--- src/rtl/imem_sync.sv ---
// imem_sync: synchronous-read instruction memory with a valid/ready fetch handshake.
// Latency: exactly one cycle from an accepted request to its response in the output register.
// Backpressure: a held response stalls new requests until rsp_ready; loader writes win over fetches.
// Optional feature: define IMEM_LOADER_EN to add the prog_* write port.
module imem_sync #(
  parameter int                DATA_W     = 32,
  parameter int                ADDR_W     = 32,
  parameter int                DEPTH      = 128,
  parameter                    INIT_FILE  = "",
  parameter logic [DATA_W-1:0] FAULT_INSN = DATA_W'(32'h00000013)
) (
  input  logic              clk,
  input  logic              rst_n,
  input  logic              req_valid,
  output logic              req_ready,
  input  logic [ADDR_W-1:0] req_addr,
  output logic              rsp_valid,
  input  logic              rsp_ready,
  output logic [DATA_W-1:0] rsp_rdata,
  output logic [1:0]        rsp_fault,
  output logic [31:0]       fetch_cnt
`ifdef IMEM_LOADER_EN
  ,
  input  logic              prog_we,
  input  logic [ADDR_W-1:0] prog_addr,
  input  logic [DATA_W-1:0] prog_wdata
`endif
);

  localparam int IDX_W = $clog2(DEPTH);

  typedef enum logic {
    ST_EMPTY = 1'b0,
    ST_FULL  = 1'b1
  } state_t;

  logic [DATA_W-1:0] r_mem [DEPTH];

  state_t            r_state;
  state_t            w_state_nxt;
  logic [DATA_W-1:0] r_rdata;
  logic [1:0]        r_fault;
  logic [31:0]       r_fetch_cnt;

  logic              w_loader_busy;
  logic              w_accept;
  logic              w_mis;
  logic              w_oor;
  logic [IDX_W-1:0]  w_req_idx;

`ifdef IMEM_LOADER_EN
  logic [IDX_W-1:0] w_prog_idx;
  logic             w_prog_oor;
  logic             w_unused_prog_lsb;

  assign w_loader_busy     = prog_we;
  assign w_prog_idx        = prog_addr[IDX_W+1:2];
  assign w_prog_oor        = |(prog_addr >> (IDX_W + 2));
  // Byte offset within the word is meaningless for whole-word loads.
  assign w_unused_prog_lsb = ^prog_addr[1:0];

  // Loader write; out-of-range addresses are silently dropped.
  always_ff @(posedge clk) begin
    if (prog_we && !w_prog_oor) r_mem[w_prog_idx] <= prog_wdata;
  end
`else
  assign w_loader_busy = 1'b0;
`endif

  // Address decode: word index plus the two fault conditions.
  assign w_req_idx = req_addr[IDX_W+1:2];
  assign w_mis     = (req_addr[1:0] != 2'b00);
  assign w_oor     = |(req_addr >> (IDX_W + 2));

  // Ready depends only on state, consumer ready and loader activity, never on req_valid.
  assign req_ready = ((r_state == ST_EMPTY) || rsp_ready) && !w_loader_busy;
  assign w_accept  = req_valid && req_ready;

  assign rsp_valid = (r_state == ST_FULL);
  assign rsp_rdata = r_rdata;
  assign rsp_fault = r_fault;
  assign fetch_cnt = r_fetch_cnt;

  // Response-holding state register.
  always_ff @(posedge clk or negedge rst_n) begin
    if (!rst_n) r_state <= ST_EMPTY;
    else        r_state <= w_state_nxt;
  end

  // Next state: fill on accept, drain when consumed without a new accept, else hold.
  always_comb begin
    w_state_nxt = r_state;
    case (r_state)
      ST_EMPTY: if (w_accept) w_state_nxt = ST_FULL;
      ST_FULL: begin
        if (w_accept)       w_state_nxt = ST_FULL;
        else if (rsp_ready) w_state_nxt = ST_EMPTY;
      end
      default:              w_state_nxt = ST_EMPTY;
    endcase
  end

  // Response register and fetch counter; a faulted fetch never touches the RAM.
  always_ff @(posedge clk or negedge rst_n) begin
    if (!rst_n) begin
      r_rdata     <= '0;
      r_fault     <= '0;
      r_fetch_cnt <= '0;
    end else if (w_accept) begin
      r_fault     <= {w_oor, w_mis};
      r_fetch_cnt <= r_fetch_cnt + 32'd1;
      if (w_oor || w_mis) r_rdata <= FAULT_INSN;
      else                r_rdata <= r_mem[w_req_idx];
    end
  end

endmodule

--- config.mk ---
export PLATFORM = sky130hd
export DESIGN_NAME = imem_sync
export DESIGN_NICKNAME = d
export VERILOG_FILES = /design/src/rtl/imem_sync.sv
export SDC_FILE = /design/constraint.sdc
export NUM_CORES = 1
export LEC_CHECK = 0
export CAP_MARGIN = 20
export CORE_AREA = 2 2 54 94
export DETAILED_ROUTE_END_ITERATION = 7
export DIE_AREA = 0 0 56 96
export PLACE_DENSITY = 0.81
export SYNTH_ARGS = -nofsm -noshare
export SYNTH_HDL_FRONTEND = slang
export SYNTH_SLANG_ARGS = --single-unit
--- constraint.sdc ---
create_clock -name clk -period 3.8 [get_ports clk]
set_clock_uncertainty 0.1 [all_clocks]
set_input_delay 0.76 -clock clk [delete_from_list [all_inputs] [get_ports clk]]
set_output_delay 0.76 -clock clk [all_outputs]
set_load 0.05 [all_outputs]
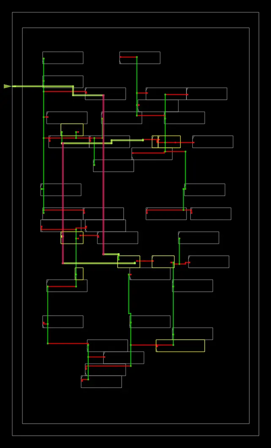
*Clock routing*
total number of clock tree sinks: 36
flop count: 36
clock latency of the later-clocked register in the worst-skew pair: 280 ps

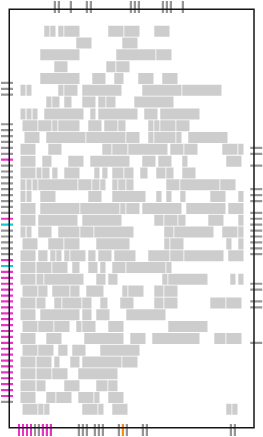
*Pin map*
Pins as bars across the die edge, other pins in gray.
legend:
  orange:
    port: rsp_ready
    pins: 1
    direction: input
    edge: bottom
  cyan:
    port: rsp_fault
    pins: 2
    direction: output
    edge: left
  magenta:
    port: req_addr
    pins: 32
    direction: input
    edge: 25 left, 7 bottom
all pins by edge: 51 left, 22 bottom, 19 right, 12 top
vertical die dimension: 96 um
port bufs: 67
die width: 56 um

==> tab_implementation.tex <==
% Implementation results table
\begin{tabular}{lr}
\hline
Metric & Value \\
\hline
\multicolumn{2}{l}{\textbf{Synth}} \\
\quad Fa+ha+maj area frac & 0.00665 \\
\quad Top flip-flop cell by instance count after synthesis & sky130\_fd\_sc\_hd\_\_dfrtp\_1 \\
\quad Compound Share, Synth & 0.00532 \\
\quad Top post-synthesis cells by count & sky130\_fd\_sc\_hd\_\_dfrtp\_1, sky130\_fd\_sc\_hd\_\_buf\_4, sky130\_fd\_sc\_hd\_\_xnor2\_1, sky130\_fd\_sc\_hd\_\_nand2\_1, sky130\_fd\_sc\_hd\_\_xor2\_1 \\
\quad Yosys Instances & about 180 \\
\quad Simple-Gate Fraction of Synth Area & 0.229 \\
\multicolumn{2}{l}{\textbf{Power}} \\
\quad Fraction of power consumed by the clock network & 0.283 \\
\quad Power consumed by sequential cells & between 0.4 and 0.5 mW \\
\multicolumn{2}{l}{\textbf{Clock tree}} \\
\quad Maximum level of the CTS H-tree & 2 \\
\multicolumn{2}{l}{\textbf{Placed design}} \\
\quad Placer congestion estimate & 0.764 \\
\multicolumn{2}{l}{\textbf{Setup path}} \\
\quad Combined buffer and inverter count along the critical path & 2 \\
\quad Chain of cells forming the critical path & clkdlybuf4s50\_1 -> nand2b\_1 -> clkdlybuf4s50\_1 \\
\multicolumn{2}{l}{\textbf{Global routing}} \\
\quad Pin count of the biggest net entering global routing & 37 \\
\quad Total grt overflow & 0 \\
\multicolumn{2}{l}{\textbf{Drt}} \\
\quad Number of violations reported at the end of detailed-routing iteration 0 & 30 \\
\quad DR DRC count & 0 \\
\multicolumn{2}{l}{\textbf{Worst hold path}} \\
\quad Hold path start & fetch\_cnt[31] \\
\multicolumn{2}{l}{\textbf{Final timing}} \\
\quad Final Max Slew Viols & 0 \\
\multicolumn{2}{l}{\textbf{Floorplanning}} \\
\quad Top Ports & roughly 100 \\
\multicolumn{2}{l}{\textbf{Status}} \\
\quad Result of the run & finished, final reports clean \\
\hline
\end{tabular}
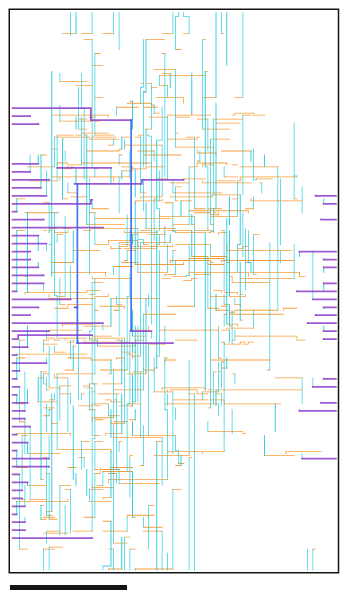
*Wiring by layer*
The bar under the picture is 20 um long.
legend:
  purple:
    layer: met3
    wire_length: 355 um
  cyan:
    layer: met2
    wire_length: 2120 um
  orange:
    layer: met1
    wire_length: 1320 um
  blue:
    layer: met4
    wire_length: 63.2 um
average wire per cell in the routed design: 12.7 um
Post-Route WL: 3.86 mm
number of vias after detailed routing: 1462

==> metrics by stage <==
stage | utilization | std cells | worst slack, ps | instance area (um2)
after floorplan | - | 207 | 1560 | 1990
after global placement | 0.541 | 296 | 810 | 2500
after detailed placement | 0.541 | 296 | 817 | 2500
after CTS | 0.564 | 304 | 804 | 2610
after global routing | 0.564 | 304 | 776 | 2610
final | 0.564 | 304 | 813 | 2610
==> flip-flops by register name, summed over array words and instances, names as in the netlist <==
signal	flops
fetch_cnt	32
rsp_fault	2
rsp_rdata	1
rsp_valid	1
==> area by class of cell <==
type                    count  area (um2)  area share
inverters                   1        3.75     0.00144
repair buffers             69         686       0.263
multi-input cells         138         845       0.324
clock inverters             2        35.0      0.0134
clock buffers               6        72.6      0.0278
flip-flops and latches     36         901       0.345
well taps                  52        65.1      0.0250
Power figures rest on the tool's default switching activity, not on a simulated workload.
